==> run_1/layer_met4.png <==
Scale: 4 px per um. Supply wires on this layer in gray.
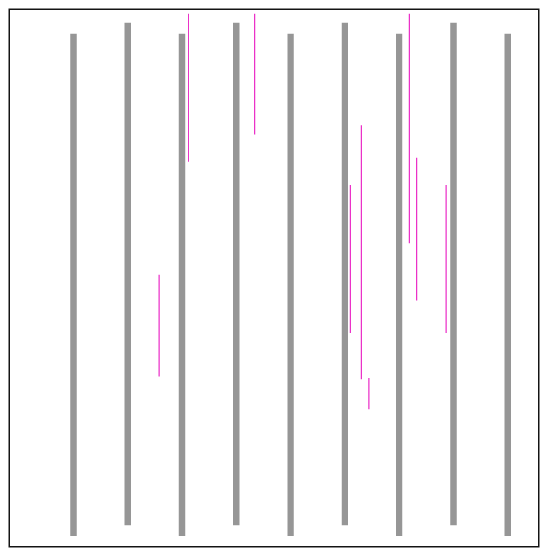
==> run_1/flops_by_reg.png <==
Scale: 4 px per um.
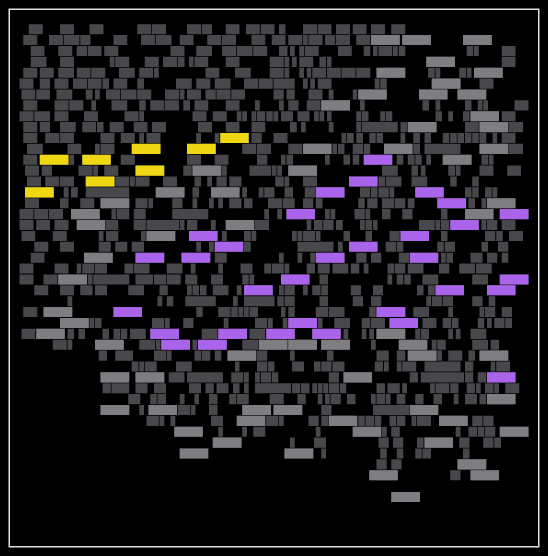
==> run_1/congestion.png <==
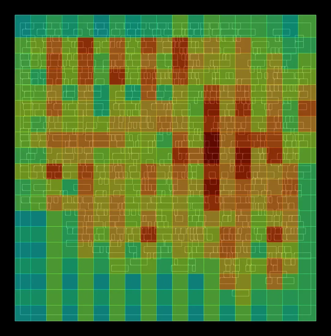
<file path="src/rtl/mem_io_control_if.sv">
// rtl/mem_io_control_if.sv - pipeline, memory and UART signal bundle for mem_io_control
interface mem_io_control_if;
  logic        stall;
  logic [31:0] PC;
  logic [31:0] addr;
  logic        mem_we;
  logic        mem_re;
  logic [1:0]  size;
  logic [31:0] store_data;
  logic [31:0] wdata;
  logic [3:0]  dmem_we;
  logic [3:0]  imem_we;
  logic        mmio_sel;
  logic [31:0] mmio_rdata;
  logic [7:0]  uart_tx_data;
  logic        uart_tx_valid;
  logic        uart_tx_ready;
  logic [7:0]  uart_rx_data;
  logic        uart_rx_valid;
  logic        uart_rx_ready;
  logic        instr_retired;

  modport master (
    output stall, PC, addr, mem_we, mem_re, size, store_data,
           uart_tx_ready, uart_rx_data, uart_rx_valid, instr_retired,
    input  wdata, dmem_we, imem_we, mmio_sel, mmio_rdata,
           uart_tx_data, uart_tx_valid, uart_rx_ready
  );

  modport slave (
    input  stall, PC, addr, mem_we, mem_re, size, store_data,
           uart_tx_ready, uart_rx_data, uart_rx_valid, instr_retired,
    output wdata, dmem_we, imem_we, mmio_sel, mmio_rdata,
           uart_tx_data, uart_tx_valid, uart_rx_ready
  );
endinterface

</file>
<file path="src/rtl/mem_io_control.sv">
// rtl/mem_io_control.sv - data-side address decode, store alignment and MMIO registers
module mem_io_control #(
  parameter int CNT_W = 32
) (
  input logic            clk,
  input logic            reset,
  mem_io_control_if.slave io
);
  localparam logic [3:0] RGN_DMEM = 4'h1;
  localparam logic [3:0] RGN_IMEM = 4'h2;
  localparam logic [3:0] RGN_BOTH = 4'h3;
  localparam logic [3:0] RGN_BIOS = 4'h4;
  localparam logic [3:0] RGN_MMIO = 4'h8;

  localparam logic [4:0] OFF_TX_RDY  = 5'h00;
  localparam logic [4:0] OFF_RX_VLD  = 5'h04;
  localparam logic [4:0] OFF_RX_DATA = 5'h08;
  localparam logic [4:0] OFF_TX_DATA = 5'h0C;
  localparam logic [4:0] OFF_CYC     = 5'h10;
  localparam logic [4:0] OFF_INS     = 5'h14;
  localparam logic [4:0] OFF_CLR     = 5'h18;

  typedef enum logic {TX_IDLE, TX_PEND} tx_state_e;

  tx_state_e        tx_state_q, tx_state_d;
  logic [7:0]       tx_data_q, tx_data_d;
  logic [CNT_W-1:0] cyc_q, cyc_d, ins_q, ins_d;
  logic             sel_q, sel_d;
  logic [31:0]      rdata_q, rdata_d;

  logic        go, is_mmio, mmio_wr, mmio_rd, tx_busy;
  logic [3:0]  region;
  logic [4:0]  offset;
  logic [3:0]  mask;
  logic [31:0] wdata_c, rd_val;
  logic        unused_bits;

  assign go       = !reset && !io.stall;
  assign region   = io.addr[31:28];
  assign offset   = io.addr[4:0];
  assign is_mmio  = (region == RGN_MMIO);
  assign mmio_wr  = go && io.mem_we && is_mmio;
  assign mmio_rd  = go && io.mem_re && is_mmio;
  assign tx_busy  = (tx_state_q == TX_PEND);
  assign unused_bits = &{1'b0, io.PC[27:0], io.addr[27:5]};

  // Misaligned halves/words and the reserved size produce no lanes at all.
  always_comb begin
    mask = 4'b0000;
    case (io.size)
      2'b00:   mask[io.addr[1:0]] = 1'b1;
      2'b01:   if (!io.addr[0]) mask = io.addr[1] ? 4'b1100 : 4'b0011;
      2'b10:   if (io.addr[1:0] == 2'b00) mask = 4'b1111;
      default: mask = 4'b0000;
    endcase
  end

  always_comb begin
    wdata_c = io.store_data;
    case (io.size)
      2'b00:   wdata_c = {4{io.store_data[7:0]}};
      2'b01:   wdata_c = {2{io.store_data[15:0]}};
      default: wdata_c = io.store_data;
    endcase
  end

  assign io.wdata   = wdata_c;
  assign io.dmem_we = (go && io.mem_we && (region == RGN_DMEM || region == RGN_BOTH)) ? mask : 4'b0000;
  assign io.imem_we = (go && io.mem_we && (region == RGN_IMEM || region == RGN_BOTH) &&
                       io.PC[31:28] == RGN_BIOS) ? mask : 4'b0000;
  assign io.uart_rx_ready = mmio_rd && (offset == OFF_RX_DATA) && io.uart_rx_valid;

  always_comb begin
    rd_val = 32'h0;
    case (offset)
      OFF_TX_RDY:  rd_val = {31'b0, !tx_busy};
      OFF_RX_VLD:  rd_val = {31'b0, io.uart_rx_valid};
      OFF_RX_DATA: rd_val = {24'b0, io.uart_rx_data};
      OFF_CYC:     rd_val = 32'(cyc_q);
      OFF_INS:     rd_val = 32'(ins_q);
      default:     rd_val = 32'h0;
    endcase
  end

  always_comb begin
    sel_d      = sel_q;
    rdata_d    = rdata_q;
    tx_state_d = tx_state_q;
    tx_data_d  = tx_data_q;
    cyc_d      = cyc_q + CNT_W'(1);
    ins_d      = ins_q + CNT_W'(io.instr_retired);
    if (go) begin
      sel_d = mmio_rd;
      if (mmio_rd) rdata_d = rd_val;
    end
    case (tx_state_q)
      TX_IDLE: if (mmio_wr && offset == OFF_TX_DATA) begin
        tx_state_d = TX_PEND;
        tx_data_d  = io.store_data[7:0];
      end
      TX_PEND: if (io.uart_tx_ready) tx_state_d = TX_IDLE;
      default: tx_state_d = TX_IDLE;
    endcase
    // Clear wins over the same-cycle increment.
    if (mmio_wr && offset == OFF_CLR) begin
      cyc_d = '0;
      ins_d = '0;
    end
  end

  always_ff @(posedge clk) begin
    if (reset) begin
      tx_state_q <= TX_IDLE;
      tx_data_q  <= 8'h00;
      cyc_q      <= '0;
      ins_q      <= '0;
      sel_q      <= 1'b0;
      rdata_q    <= 32'h0;
    end else begin
      tx_state_q <= tx_state_d;
      tx_data_q  <= tx_data_d;
      cyc_q      <= cyc_d;
      ins_q      <= ins_d;
      sel_q      <= sel_d;
      rdata_q    <= rdata_d;
    end
  end

  assign io.uart_tx_valid = tx_busy;
  assign io.uart_tx_data  = tx_data_q;
  assign io.mmio_sel      = sel_q;
  assign io.mmio_rdata    = rdata_q;
endmodule

</file>
<file path="src/flat_wrapper.sv">
// flat-port wrapper written by rule: the top's interface ports become plain ports
module mem_io_control_flat 
#(
  parameter int CNT_W = 32
)
  (clk, reset, io_stall, io_PC, io_addr, io_mem_we, io_mem_re, io_size, io_store_data, io_uart_tx_ready, io_uart_rx_data, io_uart_rx_valid, io_instr_retired, io_wdata, io_dmem_we, io_imem_we, io_mmio_sel, io_mmio_rdata, io_uart_tx_data, io_uart_tx_valid, io_uart_rx_ready);
  mem_io_control_if io_i ();
  input logic clk;
  input logic reset;
  input wire logic [$bits(io_i.stall)-1:0] io_stall;
  input wire logic [$bits(io_i.PC)-1:0] io_PC;
  input wire logic [$bits(io_i.addr)-1:0] io_addr;
  input wire logic [$bits(io_i.mem_we)-1:0] io_mem_we;
  input wire logic [$bits(io_i.mem_re)-1:0] io_mem_re;
  input wire logic [$bits(io_i.size)-1:0] io_size;
  input wire logic [$bits(io_i.store_data)-1:0] io_store_data;
  input wire logic [$bits(io_i.uart_tx_ready)-1:0] io_uart_tx_ready;
  input wire logic [$bits(io_i.uart_rx_data)-1:0] io_uart_rx_data;
  input wire logic [$bits(io_i.uart_rx_valid)-1:0] io_uart_rx_valid;
  input wire logic [$bits(io_i.instr_retired)-1:0] io_instr_retired;
  output wire logic [$bits(io_i.wdata)-1:0] io_wdata;
  output wire logic [$bits(io_i.dmem_we)-1:0] io_dmem_we;
  output wire logic [$bits(io_i.imem_we)-1:0] io_imem_we;
  output wire logic [$bits(io_i.mmio_sel)-1:0] io_mmio_sel;
  output wire logic [$bits(io_i.mmio_rdata)-1:0] io_mmio_rdata;
  output wire logic [$bits(io_i.uart_tx_data)-1:0] io_uart_tx_data;
  output wire logic [$bits(io_i.uart_tx_valid)-1:0] io_uart_tx_valid;
  output wire logic [$bits(io_i.uart_rx_ready)-1:0] io_uart_rx_ready;
  assign io_i.stall = io_stall;
  assign io_i.PC = io_PC;
  assign io_i.addr = io_addr;
  assign io_i.mem_we = io_mem_we;
  assign io_i.mem_re = io_mem_re;
  assign io_i.size = io_size;
  assign io_i.store_data = io_store_data;
  assign io_i.uart_tx_ready = io_uart_tx_ready;
  assign io_i.uart_rx_data = io_uart_rx_data;
  assign io_i.uart_rx_valid = io_uart_rx_valid;
  assign io_i.instr_retired = io_instr_retired;
  assign io_wdata = io_i.wdata;
  assign io_dmem_we = io_i.dmem_we;
  assign io_imem_we = io_i.imem_we;
  assign io_mmio_sel = io_i.mmio_sel;
  assign io_mmio_rdata = io_i.mmio_rdata;
  assign io_uart_tx_data = io_i.uart_tx_data;
  assign io_uart_tx_valid = io_i.uart_tx_valid;
  assign io_uart_rx_ready = io_i.uart_rx_ready;
  mem_io_control #(.CNT_W(CNT_W)) u_core (.clk(clk), .reset(reset), .io(io_i));
endmodule
</file>
<file path="config.mk">
export PLATFORM = sky130hd
export DESIGN_NAME = mem_io_control_flat
export DESIGN_NICKNAME = d
export VERILOG_FILES = /design/src/rtl/mem_io_control_if.sv /design/src/rtl/mem_io_control.sv /design/src/flat_wrapper.sv
export SDC_FILE = /design/constraint.sdc
export NUM_CORES = 1
export LEC_CHECK = 0
export CORE_AREA = 2 2 130 132
export CTS_CLUSTER_SIZE = 30
export DETAILED_ROUTE_END_ITERATION = 16
export DIE_AREA = 0 0 132 134
export GPL_TIMING_DRIVEN = 0
export MAX_ROUTING_LAYER = met4
export SKIP_CTS_REPAIR_TIMING = 1
export SLEW_MARGIN = 40
export SYNTH_ARGS = -nofsm -noshare
export SYNTH_HDL_FRONTEND = slang
export SYNTH_SLANG_ARGS = --single-unit
export TNS_END_PERCENT = 30
</file>
<file path="constraint.sdc">
create_clock -name clk -period 7.2 [get_ports clk]
set_clock_uncertainty 0.05 [all_clocks]
set_input_delay 1.8 -clock clk [delete_from_list [all_inputs] [get_ports clk]]
set_output_delay 1.8 -clock clk [all_outputs]
set_load 0.02 [all_outputs]
</file>
==> GITHUB_STEP_SUMMARY, run 1 <==
## Implementation flow summary

| Metric | Value |
|---|---|
| RD Place Congestion | `0.8664` |
| Core Footprint | `0.01629 mm^2` |
| Post-synthesis cell area | `0.005572 mm^2` |
| DRT antenna net count | `0` |
| Via count | `5,387` |
| Num CTS Buffers | `9` |
| Sequential cell area | `between 0.002 and 0.0025 mm^2` |
| Syn-to-layout area delta | `36.74%` |
| Netlist cell types | `44` |
| Count of final setup violators | `0` |
| Vias per cell | `5.180` |
| VDD IR-drop max | `110.4 uV` |
| Top logic cell by instance count in the layout | `clkdlybuf4s50_1` |
| Routed length per placed instance | `17.50 um` |
| Minimum clock period | `slightly above 6 ns` |
| DRC | `0` |
| Layout cells sized above 1 | `9.756%` |
| Synthesis area per yosys | `around 0.0056 mm^2` |
| I/O Pins | `197` |
| Num rows | `47` |
| Htree depth | `3` |
| Flops | `approximately 110` |
| CTS sink cnt | `106` |
| Hold Fails Final Rpt | `0` |
| Tap Count | `~220` |
| Cell area after layout | `0.007619 mm^2` |
| Seq cells post-synth | `106` |
| Maximum clock path buffer count | `2` |
| P per Cell Area | `169.2 mW/mm^2` |
| FP Util | `34.20%` |
| Area of the multi-input gates | `0.003173 mm^2` |
| Die height | `134 um` |
| Peak Freq | `164.2 MHz` |
| LEAKAGE | `2.519 nW` |
| Post-route insts no fill | `1,040` |
| Die x size | `132 um` |
| Log Warnings | `77` |
| Setup CP Type | `in -> out` |
| Seq/total area | `27.85%` |
| Antenna violations before repair | `0` |
| Largest net degree at the start of global routing | `19` |
| YS warnings | `0` |
| Max-slew violations | `0` |
| R2R depth | `7` |
| Cells after Synth | `~660` |
| Clock-cell share | `under 10%` |
| Layout inverter count without the clock tree | `16` |
| Comb area share | `41.65%` |
| Reg-to-reg setup timing slack | `4.87 ns` |
| R2R Path End | `u_core.ins_q[24]` |
| Placed Cells | `1,024` |
| Dominant kind of cell | `multi-input combinational cells` |
| Arr. time, crit path | `4.24 ns` |
| # diodes | `0` |
| Clock Tree Root | `clkbuf_16` |
| Max-Cap Viols | `0` |
| Synthesized net count | `778` |
| Ys cells | `661` |
| Comb gates | `between 400 and 500` |
| Worst Path Required | `5.35 ns` |
| Outcome | `completed` |
| Post-Route WL | `approximately 18,000 um` |
| Flip-flops with a built-in enable | `0` |
About layer_met4.png:
The longest straight run is 63.2 um. The layer holds 1.8% of the routed length. 7 nets have wire on it.

About flops_by_reg.png:
u_core.io.uart_tx_data: marked yellow, placed flops 8, where upper left. u_core.cyc_q: marked purple, placed flops 32.
Another 66 sequential cells are not colored.

About congestion.png:
met2 Use GR: 33.77%
utilization after layout: 46.77%

run 1: stage by stage:
stage / total power, mW / util [%] / hold WS, ns / setup slack [ns]
2_1_floorplan: 0.6725 / - / 0.3872 / 2.243
3_3_place_gp: 0.7542 / 44.68 / 0.3920 / 0.7721
3_5_place_dp: 0.7549 / 44.76 / 0.3944 / 1.101
4_1_cts: 1.301 / 46.77 / 0.4044 / 1.080
5_1_grt: 1.334 / 46.77 / 0.4183 / 0.9094
6_report: 1.289 / 46.77 / 0.4019 / 1.109
run 1: report_power, final:
part | internal, mW | leakage, nW | switching, mW
clock | 0.308 | 0.150 | 0.240
combinational | 0.0765 | 1.51 | 0.0732
sequential | 0.588 | 0.854 | 0.00309
total | 0.973 | 2.52 | 0.316
run 1: logic make-up (layout without fill, tap and decap cells):
logic type | count (synthesis) | in the layout | synth area share (%)
muxes | 66 | 66 | 13.00
DFF | 106 | 106 | 38.09
and+or+nand+nor | 274 | 274 | 26.10
adders and majority gates | 3 | 3 | 0.6738
xor gates and xnor gates | 25 | 25 | 3.930
AOI/OAI and AO/OA | 119 | 119 | 13.03
buffers and inverters | 68 | 227 | 5.188
run 1: synth_stat cells (all sizes together) (9+ instances only):
library cell	count	share of area, %
inv	16	1.1
xor2	11	1.7
mux2i	24	4.3
nor4	13	1.5
o21ai	21	1.9
nand3	44	4.0
nand2b	9	1.0
a21oi	54	4.9
and4	9	1.4
nor2	53	3.6
clkbuf	38	2.6
buf	14	1.5
or4	26	3.5
mux2	41	8.3
nand4	15	2.2
xnor2	14	2.2
dfxtp	106	38
nand2	71	4.8
o31ai	23	3.1
run 1: state kept, by name (all words and copies together), names as in the netlist:
signal                   flops
u_core.cyc_q                32
u_core.ins_q                32
u_core.io.mmio_rdata        32
u_core.io.uart_tx_data       8
u_core.io.mmio_sel           1
u_core.io.uart_tx_valid      1
run 1: worst max-delay path, cell delays in order:
cell             delay [ns]
clkdlybuf4s50_1        0.44
nor4b_2                0.59
and2_0                 0.20
clkbuf_1               0.32
and4_1                 0.27
clkdlybuf4s50_1        0.61
run 1: per-layer routing:
| layer | global-route usage [%] | wire, um | up-vias |
|---|---|---|---|
| met5 | - | 0 | - |
| met4 | 6.341 | 328 | 0 |
| met3 | 3.250 | 861 | 19 |
| met2 | 33.77 | 8796 | 129 |
| met1 | 26.72 | 8210 | 2540 |
| li1 | - | - | 2699 |
run 1: worst min-delay path by stage:
stage | startpoint | depth (start not counted) | endpoint | slack [ns]
floorplan | u_core.cyc_q[0] | 1 | u_core.cyc_q[0] | 0.39
global placement | u_core.io.mmio_rdata[27] | 2 | u_core.io.mmio_rdata[27] | 0.39
detailed placement | u_core.io.mmio_rdata[11] | 2 | u_core.io.mmio_rdata[11] | 0.39
CTS | u_core.io.mmio_rdata[11] | 2 | u_core.io.mmio_rdata[11] | 0.40
global route | u_core.io.mmio_rdata[11] | 2 | u_core.io.mmio_rdata[11] | 0.42
finish | u_core.io.mmio_rdata[11] | 2 | u_core.io.mmio_rdata[11] | 0.40
==> inputs of run 2 (changes only) <==
- clock period: 7.2 -> 5.9 ns (I/O delays scaled with it)
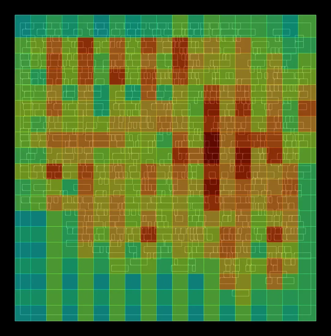
(run_2/congestion.png)
met1 track demand over resource: 26.72%
Top Usage Layer GRT: met2
routed length per placed instance: 17.50 um
met3 usage in global routing: 3.250%

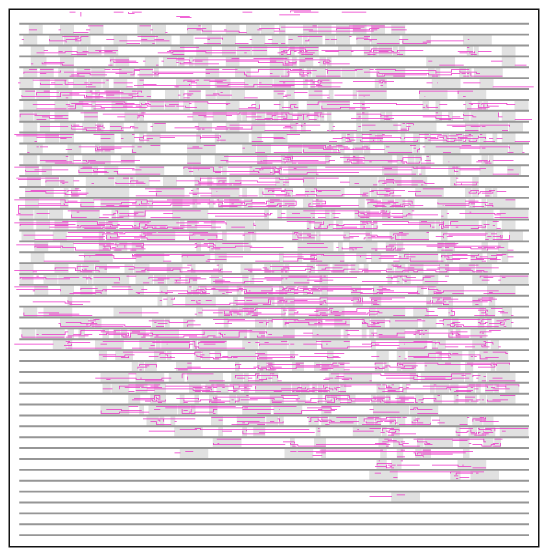
(run_2/layer_met1.png)
Scale: 4 px per um. Supply wires on this layer in gray.
The layer carries 8,210 um of wire. The wires run mostly horizontal.
via count: 5,387
Post-Route WL: 18,200 um

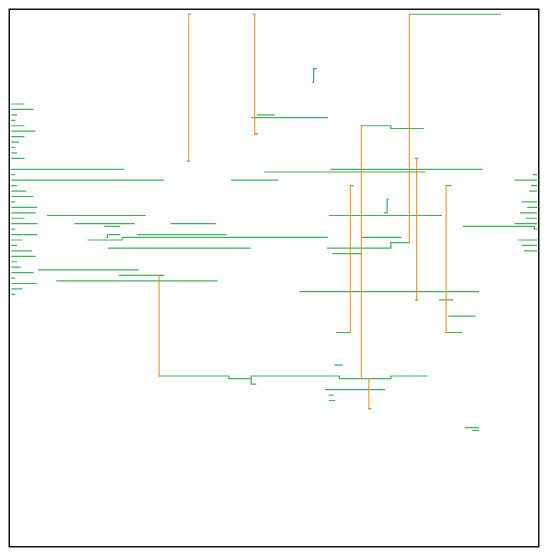
(run_2/wires.png)
Scale: 4 px per um. Only two layers are drawn.
metal 3: marked green, wire length 862 um. metal 4: marked orange, wire length 328 um.

==> run 2 against run 1 <==
Critical path depth unchanged. Synthesized cell count unchanged. Non-clock buffer count unchanged. Routed wire length unchanged. Total power up 22%. Count of clock-buffer cells in the layout unchanged. Synthesized area unchanged. Design area unchanged. Sequential power up 22%. Die area unchanged. Clock power up 22%.
==> GITHUB_STEP_SUMMARY, run 2 <==
## Implementation flow summary

| Metric | Value |
|---|---|
| Outcome | `completed` |
| Htree depth | `3 (unchanged)` |
| Cell area leaders | `dfxtp_1 38%, mux2_2 8.3%, a21oi_1 4.9%` |
| Placed Cells | `1,024 (unchanged)` |
| Minimum clock period | `5.441 ns` |
| CTS sink cnt | `106 (unchanged)` |
| CP Launch Type | `input pin` |
| Hold Fails Final Rpt | `0 (unchanged)` |
| VDD IR-drop max | `134.7 uV (+22%)` |
| DRC | `0 (unchanged)` |
| Area of the multi-input gates | `0.003173 mm^2 (unchanged)` |
| Largest delay contributor family on the critical path | `buffers and inverters` |
| Final hold slack | `0.4019 ns (unchanged)` |
| LEAKAGE | `2.519 nW (unchanged)` |
| Vias per cell | `5.180 (unchanged)` |
| Layout cells sized above 1 | `9.756% (unchanged)` |
| Synthesis area per yosys | `0.005572 mm^2 (unchanged)` |
| # diodes | `0 (unchanged)` |
| Clock Tree Root | `clkbuf_16` |
| I/O Pins | `197 (unchanged)` |
| Worst Path Required | `4.38 ns (-0.97 ns)` |
| Utilization after layout | `46.77% (unchanged)` |
| Synthesized net count | `778 (unchanged)` |
| Top cell type by total area after synthesis | `dfxtp_1` |
| Worst path depth | `6 (unchanged)` |
| Log Warnings | `77 (unchanged)` |
| Core Footprint | `0.01629 mm^2 (unchanged)` |
| Seq cells post-synth | `106 (unchanged)` |
| FP Util | `34.20% (unchanged)` |
| RD Place Congestion | `0.8664 (unchanged)` |
| Buf/Inv on CP | `3 (unchanged)` |
| Num CTS Buffers | `9 (unchanged)` |
| Critical-path cell list | `clkdlybuf4s50_1 -> nor4b_2 -> and2_0 -> clkbuf_1 -> and4_1 -> clkdlybuf4s50_1` |
| Arr. time, crit path | `3.92 ns (-0.32 ns)` |
| Netlist cell types | `44 (unchanged)` |
| Die Area | `0.01769 mm^2` |
| YS warnings | `0 (unchanged)` |
| Largest net degree at the start of global routing | `19 (unchanged)` |
| Hold-critical path depth | `2 (unchanged)` |
| Max-slew violations | `0 (unchanged)` |
| Antenna violations before repair | `0 (unchanged)` |
| Top cells by count | `106 x dfxtp_1, 71 x nand2_1, 54 x a21oi_1` |
| Setup CP Type | `in -> out` |
| P per Cell Area | `206.5 mW/mm^2 (+22%)` |
| Critical path's most frequent cell | `clkdlybuf4s50_1` |
| Most frequent cell after synthesis | `dfxtp_1` |
| Synth top area share | `38.09% (unchanged)` |
| Maximum clock path buffer count | `2 (unchanged)` |
| Count of final setup violators | `0 (unchanged)` |
| Num rows | `47 (unchanged)` |
| RSZ-0062 raised after global routing | `no` |
| Cells after Synth | `661 (unchanged)` |
| Largest stage delay on the critical path | `0.61 ns (about the same)` |
| Die x size | `132 um (unchanged)` |
| Syn-to-layout area delta | `36.74% (unchanged)` |
| R2R depth | `7 (unchanged)` |
| Max-Cap Viols | `0 (unchanged)` |
| Sequential cell area | `0.002122 mm^2 (unchanged)` |
| DRT antenna net count | `0 (unchanged)` |
| Top logic cell by instance count in the layout | `clkdlybuf4s50_1` |
| Insertion Delay late pin | `0.35 ns` |
| Peak Freq | `183.8 MHz` |
| Post-route insts no fill | `1,040 (unchanged)` |
| Die height | `134 um (unchanged)` |
| Slowest-stage cell, CP | `clkdlybuf4s50_1` |
| Ys cells | `661 (unchanged)` |
## run 2: cell counts in the layout (fill, tap and decap cells not counted)
No cell type changed its count.
## run 2: cell type report
cell class | instances | share of cell area (%)
inverters | 16 | 0.7883
clock buffers | 9 | 2.956
multi-input cells | 487 | 41.65
clock inverters | 7 | 1.347
flip-flops and latches | 106 | 27.85
well taps | 220 | 3.613
plain buffers | 52 | 3.005
repair buffers | 143 | 18.79
## run 2: layer usage
metal | wire length [um] | up-vias
li1 | - | 2699
met1 | 8210 | 2540
met2 | 8796 | 129
met3 | 861 | 19
met4 | 328 | 0
met5 | 0 | -
## run 2: cell families (layout without fill, tap and decap cells)
family | after synthesis | count (layout) | share of synthesized area, %
buffers and inverters | 68 | 227 | 5.188
AOI/OAI and AO/OA | 119 | 119 | 13.03
DFF | 106 | 106 | 38.09
and+or+nand+nor | 274 | 274 | 26.10
xor gates and xnor gates | 25 | 25 | 3.930
muxes | 66 | 66 | 13.00
adders and majority gates | 3 | 3 | 0.6738
## run 2: metrics by stage
stage | worst slack, ns | area [um^2] | total power [mW]
floorplan | 1.593 | 5572 | 0.8207
global placement | 0.1221 | 7278 | 0.9204
detailed placement | 0.4505 | 7291 | 0.9213
CTS | 0.4303 | 7619 | 1.588
global route | 0.2594 | 7619 | 1.628
finish | 0.4594 | 7619 | 1.573
## run 2: worst register-to-register path, cell delays in order, from the launching register on
cell and delay, ns:
dfxtp_1 0.37, ha_1 0.20, ha_1 0.24, nand4_1 0.18
or3_1 0.47, clkbuf_1 0.28, or3_1 0.36, a21oi_1 0.14
## run 2: worst paths after layout
path                                          startpoint  slack, ns                       end
worst max-delay path                         io_addr[29]       0.46          io_uart_rx_ready
worst min-delay path            u_core.io.mmio_rdata[11]       0.40  u_core.io.mmio_rdata[11]
worst max register to register           u_core.ins_q[0]       3.57          u_core.ins_q[24]
worst min register to register  u_core.io.mmio_rdata[11]       0.40  u_core.io.mmio_rdata[11]
## run 2: report_power, final
part | switching (mW) | leakage, nW | internal (mW) | total [mW]
Combinational | 0.0894 | 1.51 | 0.0934 | 0.183
Clock | 0.293 | 0.150 | 0.376 | 0.669
Sequential | 0.00377 | 0.854 | 0.718 | 0.722
No activity file was given, so power comes from the tool's default toggle rates.
